--- src/rtl/tribus_pkg.sv ---
// Shared types and defaults for the tri-state bus arbiter.
// The optional hold timeout is enabled with the TRIBUS_TIMEOUT_EN macro.
package tribus_pkg;

   typedef enum logic [1:0] {
      IDLE  = 2'd0,
      GRANT = 2'd1,
      TURN  = 2'd2
   } state_t;

   localparam int DEF_N           = 4;
   localparam int DEF_TURN_CYCLES = 1;
   localparam int DEF_MAX_HOLD    = 16;

   // Width of an index into N requesters, never less than one bit.
   function automatic int idx_width(input int n);
      return (n > 1) ? $clog2(n) : 1;
   endfunction

endpackage

--- src/rtl/tribus_arbiter_rr_pick.sv ---
// Combinational round-robin picker: first asserted req at or after ptr, wrapping modulo N.
// Used by tribus_arbiter in both builds (TRIBUS_TIMEOUT_EN defined or not).
module rr_pick
   import tribus_pkg::*;
#(
   parameter int N = DEF_N
) (
   input  logic [N-1:0]              req,
   input  logic [idx_width(N)-1:0]   ptr,
   output logic [N-1:0]              pick,
   output logic [idx_width(N)-1:0]   pick_idx,
   output logic                      any
);

   localparam int W = idx_width(N);

   logic [N-1:0] rot;
   logic [N-1:0] scan;
   int           first;
   int           sum;

   // Rotate so that bit 0 is the requester at ptr, then take the lowest set bit.
   always_comb begin
      rot   = N'({req, req} >> ptr);
      scan  = rot;
      any   = 1'b0;
      first = 0;
      for (int k = 0; k < N; k++) begin
         if (!any && scan[0]) begin
            any   = 1'b1;
            first = k;
         end
         scan = scan >> 1;
      end
      sum = int'(ptr) + first;
      if (sum >= N) sum = sum - N;
      pick_idx = W'(sum);
   end

   for (genvar gi = 0; gi < N; gi++) begin : g_onehot
      assign pick[gi] = any && (pick_idx == W'(gi));
   end

endmodule

--- src/rtl/tribus_arbiter.sv ---
// Round-robin owner sequencer for a shared tri-state bus with idle turnaround between owners.
// Define TRIBUS_TIMEOUT_EN to bound each ownership to MAX_HOLD grant cycles (tmo pulses on force-end).
module tribus_arbiter
   import tribus_pkg::*;
#(
   parameter int N           = DEF_N,
   parameter int TURN_CYCLES = DEF_TURN_CYCLES,
   parameter int MAX_HOLD    = DEF_MAX_HOLD
) (
   input  logic                     clk,
   input  logic                     rst,
   input  logic [N-1:0]             req,
   output logic [N-1:0]             gnt,
   output logic [N-1:0]             en,
   output logic [idx_width(N)-1:0]  owner,
   output logic                     busy,
   output logic                     tmo
);

   localparam int W = idx_width(N);

   if (N < 2 || N > 8 || TURN_CYCLES < 1 || TURN_CYCLES > 4 || MAX_HOLD < 1) begin : g_bad_cfg
      $error("tribus_arbiter: parameter out of range");
   end

   state_t         state_reg;
   logic [N-1:0]   gnt_reg;
   logic [W-1:0]   owner_reg;
   logic [W-1:0]   ptr_reg;
   logic           busy_reg;
   logic           tmo_reg;
   logic [2:0]     turn_cnt_reg;

   logic [N-1:0]   pick;
   logic [W-1:0]   pick_idx;
   logic [W-1:0]   next_ptr;
   logic           any;
   logic           owner_req;
   logic           turn_done;
   logic           force_end;

   rr_pick #(.N(N)) u_pick (
      .req      (req),
      .ptr      (ptr_reg),
      .pick     (pick),
      .pick_idx (pick_idx),
      .any      (any)
   );

   assign next_ptr  = (pick_idx == W'(N - 1)) ? '0 : pick_idx + 1'b1;
   // gnt_reg is one-hot on the owner while in GRANT, so this is req[owner].
   assign owner_req = |(req & gnt_reg);
   assign turn_done = (turn_cnt_reg == 3'(TURN_CYCLES - 1));

`ifdef TRIBUS_TIMEOUT_EN
   localparam int HW = $clog2(MAX_HOLD + 1);
   logic [HW-1:0] hold_reg;

   // Zero outside GRANT, so it is already clear on every entry to GRANT.
   always_ff @(posedge clk) begin
      if (rst || state_reg != GRANT) hold_reg <= '0;
      else                           hold_reg <= hold_reg + 1'b1;
   end

   assign force_end = (state_reg == GRANT) && (hold_reg == HW'(MAX_HOLD - 1));
`else
   assign force_end = 1'b0;
`endif

   always_ff @(posedge clk) begin
      if (rst) begin
         state_reg    <= IDLE;
         gnt_reg      <= '0;
         owner_reg    <= '0;
         ptr_reg      <= '0;
         busy_reg     <= 1'b0;
         tmo_reg      <= 1'b0;
         turn_cnt_reg <= '0;
      end else begin
         tmo_reg <= 1'b0;
         case (state_reg)
            IDLE: begin
               if (any) begin
                  state_reg <= GRANT;
                  gnt_reg   <= pick;
                  owner_reg <= pick_idx;
                  ptr_reg   <= next_ptr;
                  busy_reg  <= 1'b1;
               end
            end
            GRANT: begin
               if (!owner_req || force_end) begin
                  state_reg    <= TURN;
                  gnt_reg      <= '0;
                  turn_cnt_reg <= '0;
                  tmo_reg      <= owner_req;
               end
            end
            TURN: begin
               if (!turn_done) begin
                  turn_cnt_reg <= turn_cnt_reg + 1'b1;
               end else if (any) begin
                  state_reg <= GRANT;
                  gnt_reg   <= pick;
                  owner_reg <= pick_idx;
                  ptr_reg   <= next_ptr;
               end else begin
                  state_reg <= IDLE;
                  busy_reg  <= 1'b0;
               end
            end
            default: begin
               state_reg <= IDLE;
               gnt_reg   <= '0;
               busy_reg  <= 1'b0;
            end
         endcase
      end
   end

   assign gnt   = gnt_reg;
   assign en    = gnt_reg;
   assign owner = owner_reg;
   assign busy  = busy_reg;
   assign tmo   = tmo_reg;

endmodule

--- config.mk ---
export PLATFORM = sky130hd
export DESIGN_NAME = tribus_arbiter
export DESIGN_NICKNAME = d
export VERILOG_FILES = /design/src/rtl/tribus_pkg.sv /design/src/rtl/tribus_arbiter_rr_pick.sv /design/src/rtl/tribus_arbiter.sv
export SDC_FILE = /design/constraint.sdc
export NUM_CORES = 1
export LEC_CHECK = 0
export CORE_ASPECT_RATIO = 1.2
export CORE_MARGIN = 10
export CORE_UTILIZATION = 47
export DETAILED_ROUTE_END_ITERATION = 16
export PLACE_DENSITY = 0.73
export SLEW_MARGIN = 40
export SYNTH_ARGS = -nofsm -noshare
export SYNTH_HDL_FRONTEND = slang
export SYNTH_SLANG_ARGS = --single-unit
export TNS_END_PERCENT = 1
--- constraint.sdc ---
create_clock -name clk -period 7.5 [get_ports clk]
set_clock_uncertainty 0.1 [all_clocks]
set_input_delay 1.5 -clock clk [delete_from_list [all_inputs] [get_ports clk]]
set_output_delay 1.5 -clock clk [all_outputs]
set_load 0.03 [all_outputs]
power_grid.png
Scale bar: 20 um. Pins as bars on the die edge. Tap cells in grey.
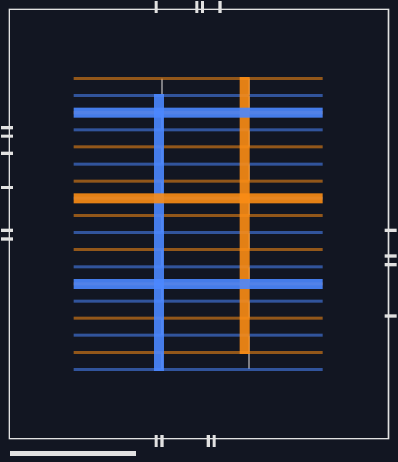
- blue: VSS
- orange: VDD
- signal pins: 18
- met5 straps: 3
total core area: 1830 um2
Die Height: 68.0 um
Worst VDD drop: 0.198 mV
die width: 60.0 um

placement_by_type.png
Scale bar: 20 um.
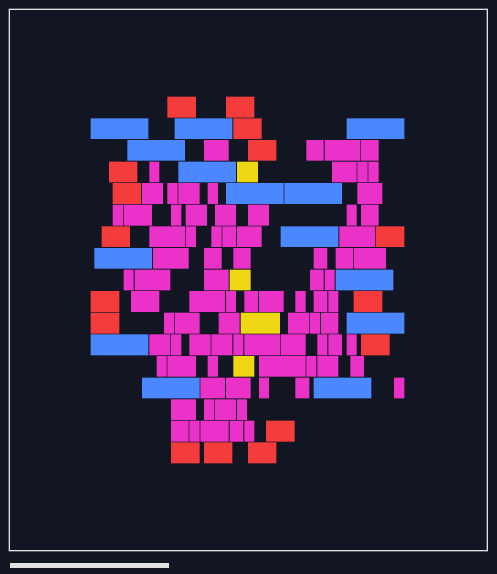
- magenta: combinational and other logic (cells 83)
- blue: sequential cells (cells 14)
- yellow: clock drivers and dummy loads (cells 4)
- red: remaining buffers and delay cells (cells 16)

==> run notes <==
Physical implementation.

- The run finished with clean final reports.
- The final antenna diode tally reported by the flow is 0.
- The count of input and output buffers is 16.
- The area of the multi-input gates is 523 um2.
- The fraction of cell area in sequential cells is reported as 26.7%.
- Before antenna repair, the detailed router went through 4 iterations.
- Yosys stat counts 107 cells in the synthesized netlist.
- The power report puts the leakage power at 0.424 nW.
- The endpoint class of the critical path is a register.
- The number of cells traversed by the worst register-to-register path is 10.
- The met1 layer usage reported by global route is 11.4%.
- The register area share after synthesis is 31.1%.
- The count of pins on the block boundary is 18.
- The wire length on met2 is 924 um.
- The synthesized-area fraction occupied by adder cells is 8.32%.
- Of all flip-flops after synthesis, the portion carrying an async set or reset was 0%.
- The number of cells on the worst hold path is listed as 2.
- The launch point of the critical path was reported as req[0].
- The final layout contains a sequential cell count of 14.
- The main area contributors are sky130_fd_sc_hd__dfxtp_1 31%, sky130_fd_sc_hd__ha_1 8.3%, sky130_fd_sc_hd__nor2_1 8.3%.
- The power density of the placed cells is 363 nW/um2.
- The tapcell count is 19.
- For the final routed database, the setup TNS stands at 0 ns.
- The total number of vias is 776.
- The detail route stage leaves a number of antenna-violating nets equal to 0.
- Traced cell by cell, the critical path runs through clkdlybuf4s50_1 -> nor3_1 -> a311oi_1 -> o211ai_1 -> ha_1 -> xnor2_1 -> xnor2_1 -> inv_1 -> ha_1 -> mux2i_1 -> nor2_1.
- Dividing the synthesized area by the synthesized cell count gives 8.43 um2.
- Buffers inserted during clock tree synthesis total 3.
- The endpoint arrival time on the critical path is 3.94 ns.
- For this run, the number of Yosys warnings is 0.
- The top cell type by instance count after synthesis is sky130_fd_sc_hd__nor2_1.
- At the end of routability-driven placement, the weighted congestion stood at 0.779.
- The portion of synthesized cell area occupied by the leading cell type is 31.1%.
- The first-pass GRT wire length is 3250 um.
- The netlist area before placement is 902 um2.
- After layout, the minimum clock period comes to 3.87 ns.
- Setup repair after global routing left no endpoint under its margin.
- The final standard cell count with taps included and fillers excluded is 136.
- The worst setup slack for register-to-register paths is 4.94 ns.
clk_routes.png
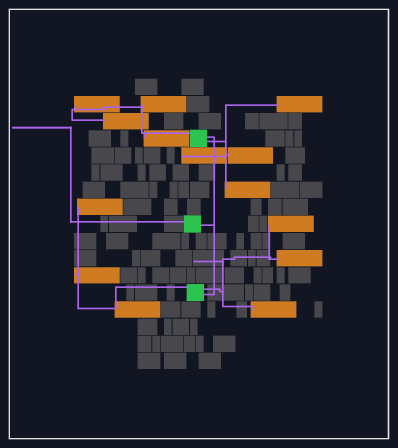
- purple: clock wires (length 219 um)
- orange: flip-flops (count 14)
- green: clock drivers (count 3)
- routed clock nets: 4
clock insertion delay at the later pin of the skew report: 0.28 ns
clock network power share: 14.5%
clock network power: 0.0000552 W

wires.png
Scale bar: 20 um. Only two layers are drawn.
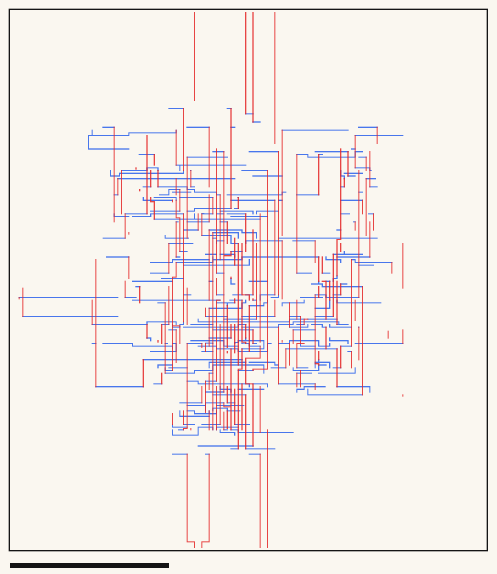
- red: metal 2 (wire length 924 um)
- blue: metal 1 (wire length 810 um)

Power is estimated from default activity; no workload was simulated.
